File: config.mk
export PLATFORM = sky130hd
export DESIGN_NAME = pret_sc_decoder
export DESIGN_NICKNAME = d
export VERILOG_FILES = /design/src/rtl/pret_pkg.sv /design/src/rtl/pret_sc_decoder_sc_acc.sv /design/src/rtl/pret_sc_decoder.sv
export SDC_FILE = /design/constraint.sdc
export NUM_CORES = 1
export LEC_CHECK = 0
export CORE_ASPECT_RATIO = 1.25
export CORE_MARGIN = 1
export CORE_UTILIZATION = 35
export CTS_CLUSTER_SIZE = 16
export DETAILED_ROUTE_END_ITERATION = 8
export MAX_ROUTING_LAYER = met4
export PLACE_DENSITY = 0.54
export RECOVER_POWER = 25
export SYNTH_ARGS = -nofsm -noshare
export SYNTH_HDL_FRONTEND = slang
export SYNTH_SLANG_ARGS = --single-unit
File: constraint.sdc
create_clock -name clk -period 6.7 [get_ports clk]
set_input_delay 1.34 -clock clk [delete_from_list [all_inputs] [get_ports clk]]
set_output_delay 1.34 -clock clk [all_outputs]
set_load 0.05 [all_outputs]
File: src/rtl/pret_pkg.sv
// Shared types and helpers for the pret stochastic decoder: FSM states and
// power-of-two arithmetic on the beat count.
package pret_pkg;

    typedef enum logic [1:0] {IDLE, RUN, DONE} state_t;

    function automatic logic is_pow2(input logic [31:0] v);
        return (v != 32'd0) && ((v & (v - 32'd1)) == 32'd0);
    endfunction

    // Index of the highest set bit; exact log2 when v is a power of two.
    function automatic logic [4:0] log2(input logic [31:0] v);
        logic [4:0] r;
        r = '0;
        for (int i = 0; i < 32; i++) begin
            if (v[i]) r = 5'(i);
        end
        return r;
    endfunction

endpackage

File: src/rtl/pret_sc_decoder_sc_acc.sv
// One channel of the decoder: ones counter plus a saturating left-align
// stage that scales the count from 2^k_eff beats up to W bits.
module sc_acc #(
    parameter  int W  = 8,
    localparam int PW = $clog2(W + 1)
) (
    input  logic          clk,
    input  logic          rst,
    input  logic          clr,
    input  logic          en,
    input  logic          bit_in,
    input  logic [PW-1:0] k_eff,
    output logic [W-1:0]  b_out
);

    logic [W:0] acc_reg;
    logic [W:0] sum;
    logic [W:0] shifted;

    always_ff @(posedge clk or posedge rst) begin
        if (rst) begin
            acc_reg <= '0;
        end else if (clr) begin
            acc_reg <= '0;
        end else if (en) begin
            acc_reg <= sum;
        end
    end

    // The output already includes the current beat so the top can capture
    // the result on the terminating beat itself.
    always_comb begin
        sum     = acc_reg + {{W{1'b0}}, (en & bit_in)};
        shifted = sum << (PW'(W) - k_eff);
        b_out   = shifted[W] ? {W{1'b1}} : shifted[W-1:0];
    end

endmodule

File: src/rtl/pret_sc_decoder.sv
// N-channel stochastic-to-binary decoder that counts ones over 2^k valid
// beats, with early termination at the next power-of-two beat boundary.
module pret_sc_decoder
    import pret_pkg::*;
#(
    parameter  int W  = 8,
    parameter  int N  = 8,
    localparam int PW = $clog2(W + 1)
) (
    input  logic          clk,
    input  logic          rst,
    input  logic          start,
    input  logic [PW-1:0] prec,
    input  logic          X_valid,
    input  logic [N-1:0]  X,
    input  logic          stop,
    output logic          busy,
    output logic          done,
    output logic [W-1:0]  Bxs [N-1:0],
    output logic [PW-1:0] k_out
);

    state_t        state_reg;
    logic [PW-1:0] kt_reg;
    logic [W:0]    cnt_reg;
    logic          stop_pend_reg;

    logic [W:0]    cnt_next;
    logic [PW-1:0] kt_clamped;
    logic [PW-1:0] k_eff;
    logic          beat;
    logic          term;
    logic          clr;
    logic [W-1:0]  b_all [N-1:0];

    always_comb begin
        beat       = (state_reg == RUN) && X_valid;
        clr        = (state_reg == IDLE) && start;
        cnt_next   = cnt_reg + 1'b1;
        kt_clamped = ((prec == '0) || (prec > PW'(W))) ? PW'(W) : prec;
        k_eff      = PW'(log2(32'(cnt_next)));
        term       = beat && ((cnt_next == ((W + 1)'(1) << kt_reg)) ||
                              ((stop_pend_reg || stop) && is_pow2(32'(cnt_next))));
    end

    generate
        for (genvar gi = 0; gi < N; gi++) begin : g_ch
            sc_acc #(.W(W)) u_acc (
                .clk    (clk),
                .rst    (rst),
                .clr    (clr),
                .en     (beat),
                .bit_in (X[gi]),
                .k_eff  (k_eff),
                .b_out  (b_all[gi])
            );
        end
    endgenerate

    always_ff @(posedge clk or posedge rst) begin
        if (rst) begin
            state_reg     <= IDLE;
            kt_reg        <= '0;
            cnt_reg       <= '0;
            stop_pend_reg <= 1'b0;
            busy          <= 1'b0;
            done          <= 1'b0;
            k_out         <= '0;
            for (int i = 0; i < N; i++) Bxs[i] <= '0;
        end else begin
            case (state_reg)
                IDLE: begin
                    done <= 1'b0;
                    if (start) begin
                        kt_reg        <= kt_clamped;
                        cnt_reg       <= '0;
                        stop_pend_reg <= 1'b0;
                        busy          <= 1'b1;
                        state_reg     <= RUN;
                    end
                end
                RUN: begin
                    if (stop) stop_pend_reg <= 1'b1;
                    if (beat) begin
                        cnt_reg <= cnt_next;
                        if (term) begin
                            k_out     <= k_eff;
                            done      <= 1'b1;
                            state_reg <= DONE;
                            for (int i = 0; i < N; i++) Bxs[i] <= b_all[i];
                        end
                    end
                end
                DONE: begin
                    done      <= 1'b0;
                    busy      <= 1'b0;
                    state_reg <= IDLE;
                end
                default: state_reg <= IDLE;
            endcase
        end
    end

endmodule
==> out/metrics.yaml <==
run_status:
  status: "finished, violations left"
  violations: "max-capacitance violations, max-slew violations"
synthesis:
  syn_area_um2: 10600
  adder_share: 0.0258
  async_flop_share: 1.00
  synthCells: 1176
  top_cell_area_share: 0.374
  postSynthSeqShare: 0.374
  syn_avg_cell_area_um2: 8.99
  yosys.area_share.aoi: 0.197
  yosys_cells: 1176
  synth_cell_type_count: 74
  top_area_cell: "dfrtp_1"
  simple_gate_share: 0.202
  synthTopCellsByArea: "dfrtp_1 (37%), o21ai_0 (5.5%), nand2_1 (5.0%)"
  yosys_warnings: 0
  synth.logic.top_family: "simple AND/OR/NAND/NOR gates"
  most_common_cell: "dfrtp_1"
  synth-xor-area-share: 0.0585
  synth-edff-count: 0
  ys.flop_type: "dfrtp_1"
  mux_area_frac: 0.0987
  ys_ff: 158
  fp_nets: 1214
  common_cells: "dfrtp_1 (158), nand2_1 (142), nor2_1 (133)"
  ys_area_um2: 10600
job:
  drv_cap: 1
  warning_count: 30
global_route:
  grt_max_degree: 159
  grt_use_met2: 0.281
  grtUsageTotal: 0.196
  overflow: 0
  antenna_found_initial: 0
  grt_pass1_wl_mm: 45.7
  top_usage_layer: "met1"
  use_met3: 0.0254
  grt_pass1_vias: 8061
worst_setup_path:
  rrSetupSlack_ns: 1.55
  r2r-end: "Bxs[55]"
  cp_num_cells: 3
  cp_max_fo: 158
  worst_ep_arrival_time_ns: 4.98
  path_buffers: 3
  slowest_stage: "clkbuf_2"
  crit_chain: "dlygate4sd3_1, inv_6, clkbuf_2"
  critPathTopFamily: "buffers and inverters"
  path_class: "input pin to async pin"
  worstSetupEndpointType: "async pin"
  cp-endpoint: "g_ch[0].u_acc.acc_reg[0]"
  startpoint_type: "input pin"
  required_ns: 6.31
  critPathLaunch: "rst"
  r2r_cells: 15
  regToRegStartpoint: "cnt_reg[0]"
  slowest_delay_ns: 2.63
routing:
  highest_layer: "met4"
  drtIter0Drc: 642
  route.detailed.drc: 0
  final_antenna_net_count: 0
  wl_met2_mm: 12.5
  wl_per_cell_um: 17.3
  wl_met1_mm: 14.3
  viasPerCell: 5.46
  dr_wl_met3_um: 954
  first_pass_iters: 5
floorplan:
  ios: 87
  die-area_um2: 30900
  core-area_um2: 29500
  fp-row-count: 70
  tap_cells: 396
  fp_util: 0.358
clock_tree:
  ctsResizeCount: 0
  cts.sinks: 158
  clk_latency_ns: 0.44
  root_buffer: "clkbuf_16"
  hold_buffers: 0
  clockBufferDepth: 2
  cts_inserted_buffers: 17
  path_clk_slew_ns: 0.06
  cts_max_level: 4
  cts_setup_buffers: 0
  cts_tree: "yes"
cells_and_area:
  seq_area_um2: 3950
  nClkBuffers: 22
  final_nets: 1258
  non_clock_inverter_count: 24
  final_cells: 1629
  lay_top_cells: "dfrtp_1 (158), nand2_1 (142), nor2_1 (131)"
  non_clock_buffer_area_share: 0.0813
  comb_share: 0.503
  lay_top_count: "dfrtp_1"
  final-clk-cell-share: 0.0462
  seq_share: 0.321
  num_antenna_cells: 0
  area_dominant_class: "logic gates"
  fillerInstances: 2948
  final_area_um2: 12300
  area_growth_pct: 16.5
  nNonClkBuffers: 105
  nMultiInputCombCells: 914
  seq_cells: 158
  drive_gt1_frac: 0.113
  largest_register_ff_count: 72
power:
  p_seq_frac: 0.216
  peakVddDrop_uv: 388
  leakage_nw: 5.07
  p_int_mw: 3.11
  swShare: 0.528
  p_per_area_nw_per_um2: 535
  power-top-group: "combinational logic"
  combinationalPower_mw: 4.20
  p_sw_mw: 3.48
  power_mw: 6.59
  p_comb_frac: 0.638
  seq-power_mw: 1.42
timing:
  finalHoldViolCount: 0
  max_freq_ghz: 0.186
  worstMarginPinSlew_ns: 4.04
  rsz0062_at_grt: "no"
  finalClockPeriodUsage: 0.801
  relSlewSlack: -1.69
  finalSetupViolations: 0
  setup_tns_ns: 0
  slew_violations: 159
  worst_hold_slack_ns: 0.420
  layout_setup_ws_ns: 1.33
min_path:
  holdPathEnd: "state_reg[0]"
  min_from: "state_reg[1]"
  hp-class: "flop to flop"
  hold_path_depth: 1
place:
  dp.cells: 1597
  gp_congestion: 0.829
  post-place-ws_ns: 1.39
  io_buffers: 86
  hpwlAfterDp_mm: 19.2
  place_area_um2: 11800
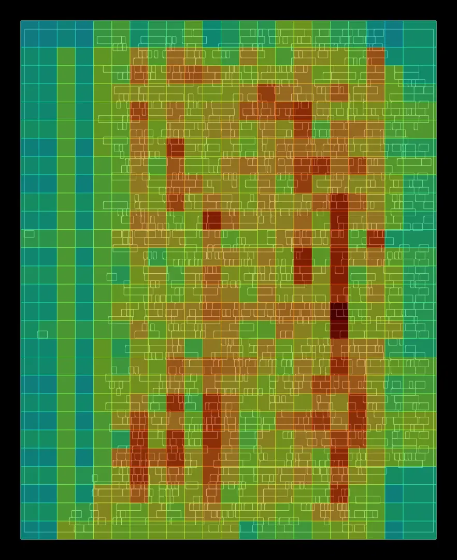
Fig. 1. Routing congestion.
fin util: 0.417
grt met1 use: 0.283

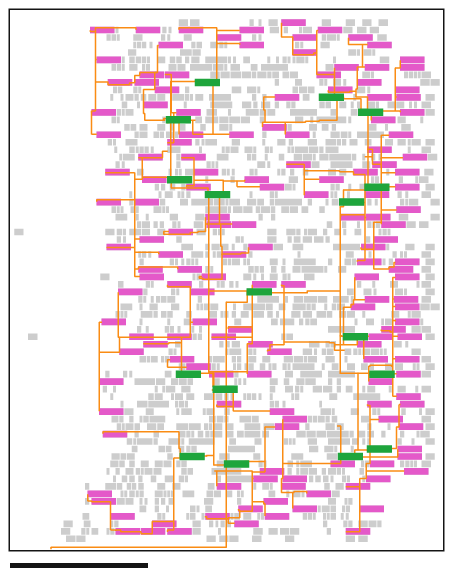
Fig. 2. Clock network drawn from the DEF.
Scale bar: 50 um.
legend:
  orange:
    item: clock wires
    length: 2440 um
  green:
    item: clock-net drivers
    count: 17
  magenta:
    item: flip-flops
    count: 158
flops lie: widely spread
Clock Skew: 0.0102 ns
clk pwr: 968 uW
clock share of power: 0.147

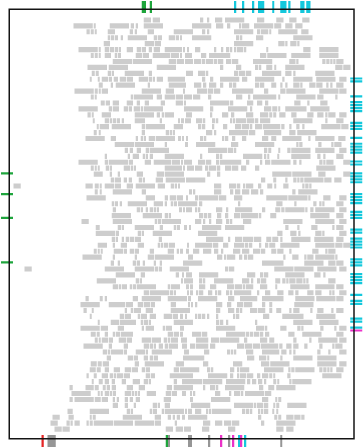
Fig. 3. Pin placement.
Pins as bars across the die edge, other pins in grey.
legend:
  green:
    port: X
    pins: 8
    direction: input
    edge: 4 left, 3 top, 1 bottom
  red:
    port: clk
    pins: 1
    direction: input
    edge: bottom
  cyan:
    port: Bxs
    pins: 64
    direction: output
    edge: 47 right, 15 top, 2 bottom
  magenta:
    port: k_out
    pins: 4
    direction: output
    edge: 3 bottom, 1 right
Die Wd: 157 um
Die Y-Extent: 196 um

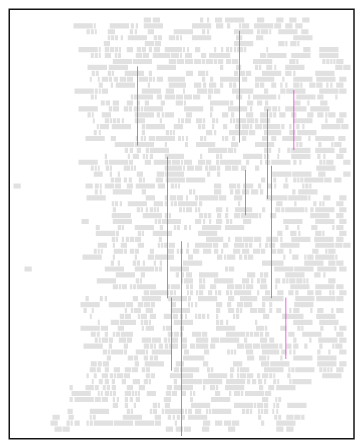
Fig. 4. Signal wires on met4.
Cells faint in the background.
longest straight run: 89.1 um
share of all routed wire: 1.6%
main direction: vertical
nets with wire on the layer: 5
wire length on this layer: 451 um
vias after detailed routing: 8890
routed wire length: 28.2 mm

Power and IR drop assume default switching activity.
